==> src/rtl/defl_arb_stage.sv <==
// Registered 2x2 deflection arbitration stage for the MinBD router.
// Ranks two flits, steers the winner productively, tracks golden epochs.
module defl_arb_stage #(
  parameter int         EPOCH_LEN = 64,
  parameter int         NUM_NODES = 8,
  parameter logic [2:0] PROD_CODE = 3'b010,
  parameter logic [7:0] LFSR_SEED = 8'hA5,
  parameter int         CNT_W     = 16
) (
  input  logic             clk,
  input  logic             rst_n,
  input  logic             in_vld1,
  input  logic [10:0]      in_flit1,
  input  logic             in_vld2,
  input  logic [10:0]      in_flit2,
  input  logic             clr_cnt,
  output logic             out_vld1,
  output logic [10:0]      out_flit1,
  output logic             out_vld2,
  output logic [10:0]      out_flit2,
  output logic [2:0]       golden_id,
  output logic [CNT_W-1:0] deflect_cnt
);

  localparam int EW = $clog2(EPOCH_LEN);

  logic [EW-1:0] epoch;
  logic [7:0]    lfsr;
  logic          lfsr_fb;

  logic          g1, g2;
  logic [10:0]   f1, f2;
  logic [1:0]    r1, r2;
  logic          w2;
  logic          wv, lv;
  logic [10:0]   wf, lf;
  logic          wprod;
  logic          nv1, nv2;
  logic [10:0]   nf1, nf2;
  logic          defl;

  // Golden marking, ranking, winner pick and port steering.
  always_comb begin
    g1 = in_flit1[10] | (in_flit1[5:3] == golden_id);
    g2 = in_flit2[10] | (in_flit2[5:3] == golden_id);
    f1 = in_vld1 ? {g1, in_flit1[9:0]} : 11'd0;
    f2 = in_vld2 ? {g2, in_flit2[9:0]} : 11'd0;
    r1 = !in_vld1 ? 2'd0 : g1 ? 2'd3 :
         in_flit1[9] ? 2'd2 : 2'd1;
    r2 = !in_vld2 ? 2'd0 : g2 ? 2'd3 :
         in_flit2[9] ? 2'd2 : 2'd1;
    w2 = (r2 > r1) |
         ((r2 == r1) & in_vld1 & in_vld2 & lfsr[0]);
    wv = w2 ? in_vld2 : in_vld1;
    wf = w2 ? f2 : f1;
    lv = w2 ? in_vld1 : in_vld2;
    lf = w2 ? f1 : f2;
    wprod = wv & (wf[8:6] == PROD_CODE);
    nv1 = wprod ? wv : lv;
    nf1 = wprod ? wf : lf;
    nv2 = wprod ? lv : wv;
    nf2 = wprod ? lf : wf;
    defl = nv2 & (nf2[8:6] == PROD_CODE);
  end

  // Output register: one cycle of latency, no backpressure.
  always_ff @(posedge clk or negedge rst_n) begin
    if (!rst_n) begin
      out_vld1  <= 1'b0;
      out_flit1 <= 11'd0;
      out_vld2  <= 1'b0;
      out_flit2 <= 11'd0;
    end else begin
      out_vld1  <= nv1;
      out_flit1 <= nf1;
      out_vld2  <= nv2;
      out_flit2 <= nf2;
    end
  end

  // Epoch counter; golden source rotates on each wrap.
  always_ff @(posedge clk or negedge rst_n) begin
    if (!rst_n) begin
      epoch     <= '0;
      golden_id <= 3'd0;
    end else if (epoch == EW'(EPOCH_LEN - 1)) begin
      epoch     <= '0;
      golden_id <= (golden_id + 3'd1) & 3'(NUM_NODES - 1);
    end else begin
      epoch <= epoch + EW'(1);
    end
  end

  assign lfsr_fb = lfsr[7] ^ lfsr[5] ^ lfsr[4] ^ lfsr[3];

  // Tie-break LFSR, free running every cycle.
  always_ff @(posedge clk or negedge rst_n) begin
    if (!rst_n) lfsr <= LFSR_SEED;
    else        lfsr <= {lfsr[6:0], lfsr_fb};
  end

  // Saturating deflection counter; clear wins over a deflection.
  always_ff @(posedge clk or negedge rst_n) begin
    if (!rst_n)
      deflect_cnt <= '0;
    else if (clr_cnt)
      deflect_cnt <= '0;
    else if (defl && !(&deflect_cnt))
      deflect_cnt <= deflect_cnt + CNT_W'(1);
  end

endmodule

==> config.mk <==
export PLATFORM = sky130hd
export DESIGN_NAME = defl_arb_stage
export DESIGN_NICKNAME = d
export VERILOG_FILES = /design/src/rtl/defl_arb_stage.sv
export SDC_FILE = /design/constraint.sdc
export NUM_CORES = 1
export LEC_CHECK = 0
export ABC_AREA = 1
export ABC_CLOCK_PERIOD_IN_PS = 2800
export CORE_MARGIN = 2
export CORE_UTILIZATION = 51
export DETAILED_ROUTE_END_ITERATION = 6
export PLACE_DENSITY = 0.78
export SLEW_MARGIN = 5
export SYNTH_ARGS = -nofsm -noshare
export SYNTH_HDL_FRONTEND = slang
export SYNTH_SLANG_ARGS = --single-unit
export TNS_END_PERCENT = 100
==> constraint.sdc <==
create_clock -name clk -period 2.8 [get_ports clk]
set_input_delay 0.7 -clock clk [delete_from_list [all_inputs] [get_ports clk]]
set_output_delay 0.7 -clock clk [all_outputs]
set_load 0.01 [all_outputs]
Fig. 1: I/O nets highlighted
(6 px per um)
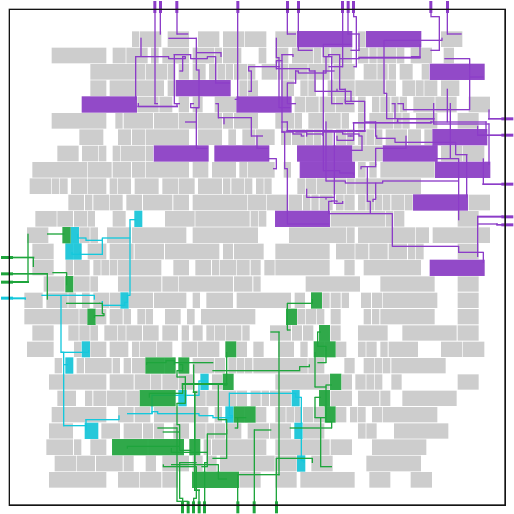
colour	port	direction	edge	end cells	wire
cyan	in_vld2	input	west	14	152 um
purple	deflect_cnt	output	11 north, 5 east	16	743 um
green	in_flit1	input	8 south, 3 west	23	368 um
I/O pins: 70
IO Port Bufs: 69

Fig. 2: signal wires on met3
(4 px per um) Cells faint in the background.
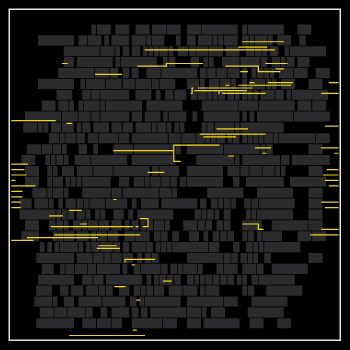
longest straight run	32.2 um
wire length on this layer	437 um
main direction	horizontal

Fig. 3: clock distribution
(6 px per um)
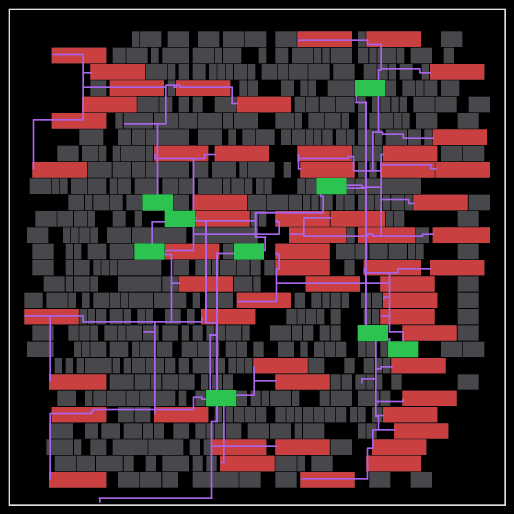
[purple] clock wires | length: 772 um
[red] flip-flops | count: 57
[green] cells driving clock nets | count: 9
routed clock nets	10
flops lie	widely spread
clk_lat worst skew: 0.34 ns
Clock power frac: 34.6%
Max Clock Skew: 0.01180 ns
clock-net power: 883 uW

Fig. 4: cells coloured by class
(3 px per um)
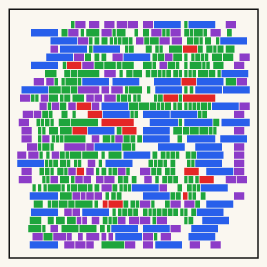
colour	class	cells	share of their area
blue	flip-flops	57	32%
purple	other buffers and delay cells	113	23%
red	clock drivers and dummy loads	16	5.1%
green	all other logic	308	40%

Fig. 5: clock routing
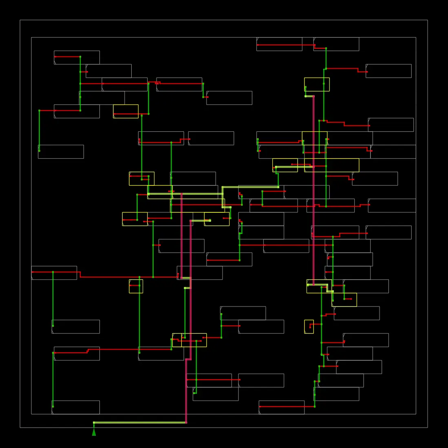
Flops: 57
clock buf count: 11
CTS Buf Count: 9

==> metrics.cfg <==
[outcome]
outcome=finished with violations
violations=negative setup slack

[power_and_ir_drop]
fin_total_pwr_mw=2.553
combPwrFrac_pct=29.5
power.internal_mw=1.794

[final_timing]
slew_headroom_pct=52.31
fmax_mhz=351.8
fin_crit_ns=2.843
setup_ws_ns=-0.04272
finalSetupViolCount=8

[detailed_routing]
firstDrtPassIters=5
vias=3042
drcViolationCount=0
wire_per_inst_um=15.72

[synthesis]
top_cell_area_share_pct=42.32
yosys_register_bits=57
ys_warn_count=0
yosys-stat-area_mm2=0.003134
async_flop_share_pct=100.0
synth_top_cell_by_area=dfrtp_1
synth_area_mm2=0.003134
synth_nets=410

[global_routing]
antenna_found_initial=0
grt_pass1_vias=2798
grt_remaining_overflow=0
grt_max_degree=58
grt_first_pass_wirelength_um=13300

[floorplanning]
rows=28
dieWidth_um=82.40
core_area_mm2=0.005921
fp_util_pct=52.94

[setup_path]
critPathBufInv=4
r2r_cells=18
endpoint_kind=flip-flop
crit_required_ns=3.01
cp_slowest_cell=ha_4
cpPeakStageDelay_ns=0.24

[finish]
final_area_mm2=0.004551
fill_cells=380

[min_path]
hold_path.class=reg -> reg

[clocking]
h-tree-depth=3
cts_tree=yes
cts.sinks=57
clock_path_buffers=2
clk_pin_slew_ns=0.06

[placement]
hpwl_um=5352
globalplace.congestion=0.8847

[flow_run]
warnings=28

[worst paths after layout]
kind | slack [ns] | endpoint
worst max-delay path | -0.04 | deflect_cnt[2]
worst min-delay path | 0.36 | lfsr[2]
worst max register to register | -0.03 | deflect_cnt[2]
worst min register to register | 0.36 | lfsr[2]
max in group asynchronous | 1.80 | golden_id[0]
min in group asynchronous | 0.51 | golden_id[1]
[final cells by class]
type	instances	area, um2	share of cell area, %
inverter	52	195.2	4.289
clock inverter	5	77.57	1.705
clock buffer	11	151.4	3.327
sequential	57	1434	31.51
timing repair buffer	113	1032	22.68
tap	75	93.84	2.062
multi-input combinational	256	1567	34.42
[layer usage]
metal | vias to the layer above | global-route usage (%) | part of all wire, %
met2 | 108 | 42.42 | 51
met1 | 1456 | 34.64 | 42
met5 | - | 0 | 0
li1 | 1459 | - | -
met4 | 0 | 11.17 | 2.3
met3 | 19 | 4.239 | 4.9
[sequential cells by signal, indices dropped and copies added, names as in the netlist]
register,cells
out_flit1,11
out_vld1,1
out_vld2,1
lfsr,8
deflect_cnt,16
out_flit2,11
epoch,6
golden_id,3
[cells in the final DEF (no fill, tap or decap), drive strengths merged]
cell type / instances
dlymetal6s2s: 3
xor2: 9
inv: 52
buf: 46
o21bai: 1
a31o: 2
bufinv: 2
clkinv: 2
clkbuf: 16
clkdlybuf4s50: 58
nor3: 3
o21ai: 41
or2: 2
nand3b: 1
mux2: 1
xnor2: 11
ha: 5
nand3: 39
dfrtp: 53
nand4: 20
a221oi: 1
dlygate4sd2: 1
dfstp: 4
nor2: 22
nand2: 92
a21oi: 2
clkinvlp: 1
a31oi: 2
nor3b: 2
[worst reg2reg max path: cells and delay by family, from the launching register on]
| family | cells | cell delay, ns |
|---|---|---|
| AOI/OAI and AO/OA | 3 | 0.46 |
| xor gates and xnor gates | 1 | 0.19 |
| adders and majority gates | 1 | 0.24 |
| buffers and inverters | 3 | 0.40 |
| DFF | 1 | 0.46 |
| and+or+nand+nor | 10 | 0.97 |
[power groups by stage]
stage	Sequential, mW	Clock (mW)	Combinational, mW
floorplan	0.968	0	0.284
global placement	0.931	0	0.617
detailed placement	0.933	0	0.634
CTS	0.918	0.895	0.665
global route	0.920	0.947	0.812
finish	0.917	0.883	0.753
[repair_timing]
item | in CTS | in global routing
pin swaps | 11 | 23
resized | 13 | 39
cloned | 1 | 1
endpoints found under the setup margin | 34 | 33
setup buffers | 10 | 7
[kinds of logic after synthesis]
family	synth area share (%)
AND/OR/NAND/NOR	28.82
flip-flops	45.67
buffers and inverters	8.982
AND-OR/OR-AND	8.583
XOR/XNOR	5.589
multiplexers	0.3593
adder cells (fa/ha/maj)	1.996
[per-stage QoR]
| stage | utilization [%] | hold slack (ns) | setup TNS [ns] | setup WS [ns] | std cells |
|---|---|---|---|---|---|
| floorplan | - | 0.3330 | -0.04864 | -0.01273 | 378 |
| global placement | 68.66 | 0.3366 | -14.59 | -0.4523 | 534 |
| detailed placement | 68.66 | 0.3444 | -18.93 | -0.5718 | 534 |
| CTS | 74.15 | 0.3642 | 0 | 0.002901 | 561 |
| global route | 76.86 | 0.3780 | -1.663 | -0.1096 | 569 |
| finish | 76.86 | 0.3561 | -0.1209 | -0.04272 | 569 |
Power is estimated from default activity; no workload was simulated.
